**src/rtl/serial_frame_tx.sv**
```systemverilog
// rtl/serial_frame_tx.sv - serial frame transmitter: sync word, MSB-first payload, optional even parity, idle gap
module serial_frame_tx #(
  parameter int                SYNC_W       = 5,
  parameter logic [SYNC_W-1:0] SYNC_PATTERN = 5'b11010,
  parameter int                DATA_W       = 8,
  parameter bit                PARITY_EN    = 1'b1,
  parameter int                GAP_CYCLES   = 2
) (
  input  logic              clk,
  input  logic              reset,
  input  logic [DATA_W-1:0] data_in,
  input  logic              data_valid,
  output logic              data_ready,
  output logic              serial_out,
  output logic              bit_valid,
  output logic              busy,
  output logic              frame_done
);
  localparam int MAX_W = (SYNC_W > DATA_W) ? SYNC_W : DATA_W;
  localparam int CW    = (MAX_W > 1) ? $clog2(MAX_W) : 1;
  localparam int GW    = (GAP_CYCLES > 1) ? $clog2(GAP_CYCLES) : 1;
  localparam logic [CW-1:0] SYNC_TOP = CW'(SYNC_W - 1);
  localparam logic [CW-1:0] DATA_TOP = CW'(DATA_W - 1);
  localparam logic [GW-1:0] GAP_TOP  = GW'((GAP_CYCLES > 0) ? GAP_CYCLES - 1 : 0);

  typedef enum logic [2:0] {IDLE, SYNC, DATA, PAR, GAP} state_t;

  state_t            state, state_n;
  logic [CW-1:0]     cnt, cnt_n;
  logic [GW-1:0]     gcnt, gcnt_n;
  logic [DATA_W-1:0] data_q, data_n;
  logic              par_q, par_n;
  logic              serial_n, bit_valid_n, frame_done_n;

  // Outputs are decoded from the next state so that they are registered yet
  // the first sync bit appears in the cycle right after the accepting edge.
  always_comb begin
    state_n = state;
    cnt_n   = cnt;
    gcnt_n  = gcnt;
    data_n  = data_q;
    par_n   = par_q;
    case (state)
      IDLE: begin
        if (data_valid) begin
          state_n = SYNC;
          cnt_n   = SYNC_TOP;
          data_n  = data_in;
          par_n   = 1'b0;
        end
      end
      SYNC: begin
        if (cnt == '0) begin
          state_n = DATA;
          cnt_n   = DATA_TOP;
        end else begin
          cnt_n = cnt - CW'(1);
        end
      end
      DATA: begin
        par_n = par_q ^ data_q[cnt];
        if (cnt != '0) begin
          cnt_n = cnt - CW'(1);
        end else if (PARITY_EN) begin
          state_n = PAR;
        end else if (GAP_CYCLES > 0) begin
          state_n = GAP;
          gcnt_n  = GAP_TOP;
        end else begin
          state_n = IDLE;
        end
      end
      PAR: begin
        if (GAP_CYCLES > 0) begin
          state_n = GAP;
          gcnt_n  = GAP_TOP;
        end else begin
          state_n = IDLE;
        end
      end
      GAP: begin
        if (gcnt == '0) state_n = IDLE;
        else            gcnt_n = gcnt - GW'(1);
      end
      default: state_n = IDLE;
    endcase

    serial_n     = 1'b0;
    bit_valid_n  = 1'b0;
    frame_done_n = 1'b0;
    case (state_n)
      SYNC: begin
        serial_n    = SYNC_PATTERN[cnt_n];
        bit_valid_n = 1'b1;
      end
      DATA: begin
        serial_n     = data_n[cnt_n];
        bit_valid_n  = 1'b1;
        frame_done_n = !PARITY_EN && (cnt_n == '0);
      end
      PAR: begin
        serial_n     = par_n;
        bit_valid_n  = 1'b1;
        frame_done_n = 1'b1;
      end
      default: ;
    endcase
  end

  always_ff @(posedge clk or negedge reset) begin
    if (!reset) begin
      state      <= IDLE;
      cnt        <= '0;
      gcnt       <= '0;
      data_q     <= '0;
      par_q      <= 1'b0;
      serial_out <= 1'b0;
      bit_valid  <= 1'b0;
      busy       <= 1'b0;
      frame_done <= 1'b0;
      data_ready <= 1'b1;
    end else begin
      state      <= state_n;
      cnt        <= cnt_n;
      gcnt       <= gcnt_n;
      data_q     <= data_n;
      par_q      <= par_n;
      serial_out <= serial_n;
      bit_valid  <= bit_valid_n;
      busy       <= (state_n != IDLE);
      frame_done <= frame_done_n;
      data_ready <= (state_n == IDLE);
    end
  end
endmodule

```
**config.mk**
```make
export PLATFORM = sky130hd
export DESIGN_NAME = serial_frame_tx
export DESIGN_NICKNAME = d
export VERILOG_FILES = /design/src/rtl/serial_frame_tx.sv
export SDC_FILE = /design/constraint.sdc
export NUM_CORES = 1
export LEC_CHECK = 0
export CAP_MARGIN = 30
export CORE_AREA = 4 4 56 58
export DETAILED_ROUTE_END_ITERATION = 7
export DIE_AREA = 0 0 60 62
export PLACE_DENSITY_LB_ADDON = 0.25
export SYNTH_ARGS = -nofsm -noshare
export SYNTH_HDL_FRONTEND = slang
export SYNTH_SLANG_ARGS = --single-unit
```
**constraint.sdc**
```tcl
create_clock -name clk -period 2.6 [get_ports clk]
set_clock_uncertainty 0.2 [all_clocks]
set_input_delay 0.52 -clock clk [delete_from_list [all_inputs] [get_ports clk]]
set_output_delay 0.52 -clock clk [all_outputs]
set_load 0.005 [all_outputs]
```
Figure 1. Clock routing.
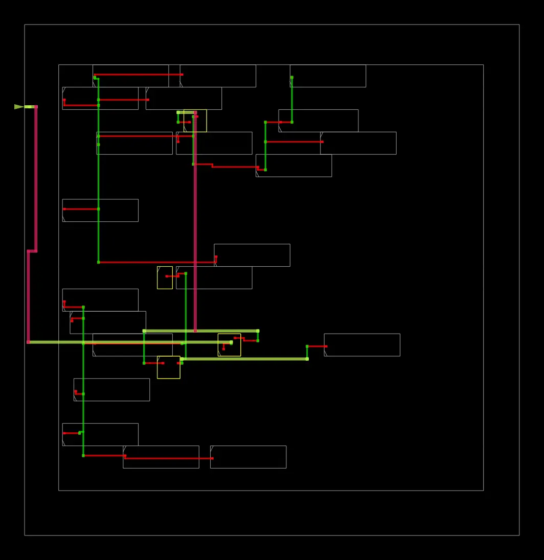
clkbuf count: 3
Clock Power: 0.166 mW
clk_lat worst skew: 330 ps
Num CTS Buffers: 3
clock sinks: 21

Figure 2. Clock network drawn from the DEF.
(10 px per µm)
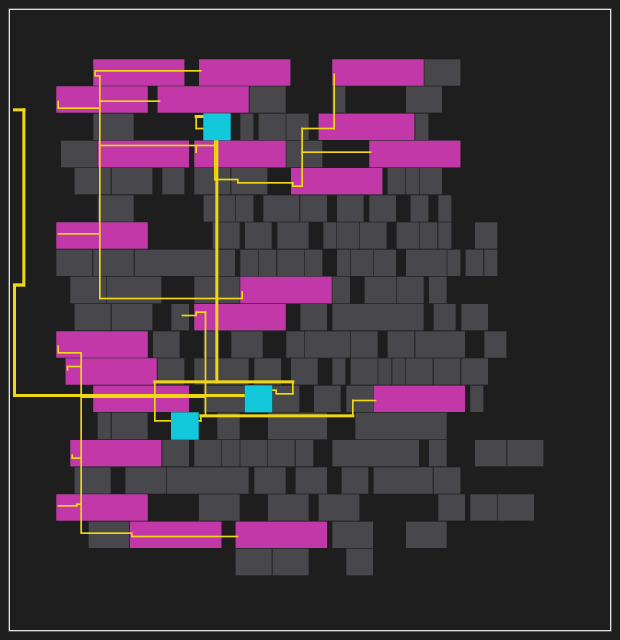
legend:
  flip-flops:
    color: magenta
    count: 21
  clock drivers:
    color: cyan
    count: 3
  clock wires:
    color: yellow
    length: 313 µm
routed clock nets: 4
power share of the clock group: 6.9%

Figure 3. Placement by cell class.
(6 px per µm) Fill, decap, tap and diode cells in gray.
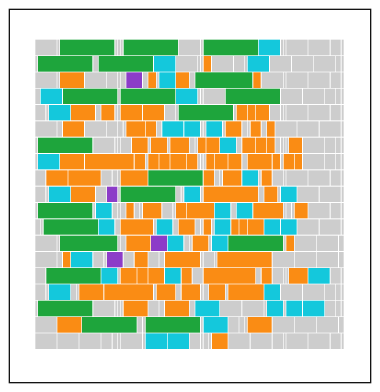
legend:
  other buffers and delay cells:
    color: cyan
    cells: 39
    share_of_their_area: 21%
  combinational and other logic:
    color: orange
    cells: 87
    share_of_their_area: 45%
  flops:
    color: green
    cells: 21
    share_of_their_area: 32%
  clock drivers and dummy loads:
    color: purple
    cells: 4
    share_of_their_area: 1.7%
Final Cell Area: 1664 µm²
Final Util: 62.50%
area of the core: 2663 µm²
flop share of the area: 31.73%

Figure 4. Placement density heat map.
(4 px per µm) The die is cut into 6 by 6 equal tiles; black is low, pale yellow is high, 0 to 100% covered.
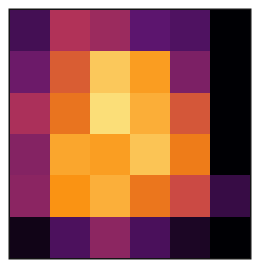
densest ninth of the die: center
nearly empty tiles: 14%
tiles over 75% full: 25%
mean over tiles: 44%
emptiest ninth of the die: north-east
fullest tile: 93%
Init Core Util: 45.96%

Figure 5. Close-up of the layout.
Window x 18 to 43, y 18 to 43 µm. Cells in gray, sequential cells in the stronger gray; small squares are vias.
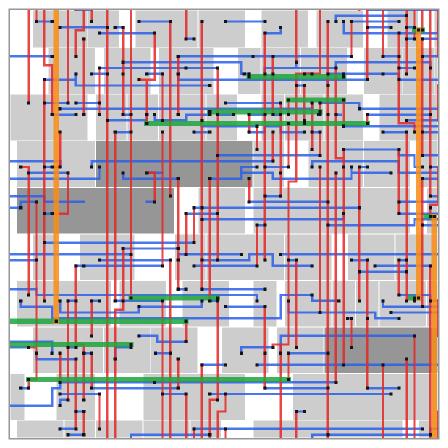
legend:
  metal 2:
    color: red
  metal 4:
    color: orange
  metal 1:
    color: blue
  metal 3:
    color: green
most frequent: buf_4 (11), a21oi_1 (4)
sequential cells in the window: 3
cells with their middle in the window: 56

==> flow_summary.toml <==
# yosys + openroad results
[final_timing]
drv_slew = 0
setup_viol = 0
slew_headroom_pct = 63.66
min_period_ps = 2553
rsz0062_at_grt = "yes"
tns_ps = 0
fin_crit_sh_pct = 98.21

[global_routing]
overflow = 0
met3_usage_pct = 2.479
grt.busiest_layer = "met2"
grt_max_degree = 22

[critical_path]
worst_path_largest_cell_delay_ps = 430
worst_r2r_endpoint = "serial_out$_DFF_PN0_"
cp.arrival_ps = 2560
slowest_stage = "dfrtp_2"
cp_max_fo = 5
r2r_slack_ps = 50
cp-start-kind = "flip-flop"
criticalPathCategory = "reg2reg"
cp.required_ps = 2610
worst-path-stages = 12
crit_start = "cnt[0]$_DFF_PN0_"
ff2ff_path_depth = 12

[cells_and_area]
layout_top_cell = "buf_4"
logic_gate_count = 77
drive_gt1_share_pct = 37.75
top_regs = "data_q x8, cnt x3, state x3"
buf_share_pct = 20.30
largest_reg_flops = 8
largest_class = "combinational gates"
nNonClkBuffers = 39
final_cells = 182

[logic_synthesis]
ys_seq_share_pct = 43.05
synth_top_area_share_pct = 40.90
ys.flop_type = "dfrtp_1"
ys_sh_aoi_pct = 16.77
largest_area_cell = "dfrtp_1"
synthTopCellsByArea = "dfrtp_1 41%, mux2_2 7.4%, mux4_2 3.7%"
yosysWarnings = 0
ys_cells = 112
ys.flops = 21

[pwr]
comb_cell_power_mw = 1.63
p_leak_nw = 0.7199
total_switching_power_mw = 0.9467
p_int_mw = 1.464
p_total_mw = 2.411

[drt]
drc = 0
top_layer_used = "met4"

[status]
status = "completed"

[worst_hold_path]
hp-class = "in2async"

[clock_tree]
cts_tree = "done"
path_clk_slew_ps = 130
cts_buffer_depth = 2
hold_buffers = 0
root_buffer = "clkbuf_4"

[floorplan]
io_pins = 16
dieArea_um2 = 3720
Power is estimated from default activity; no workload was simulated.
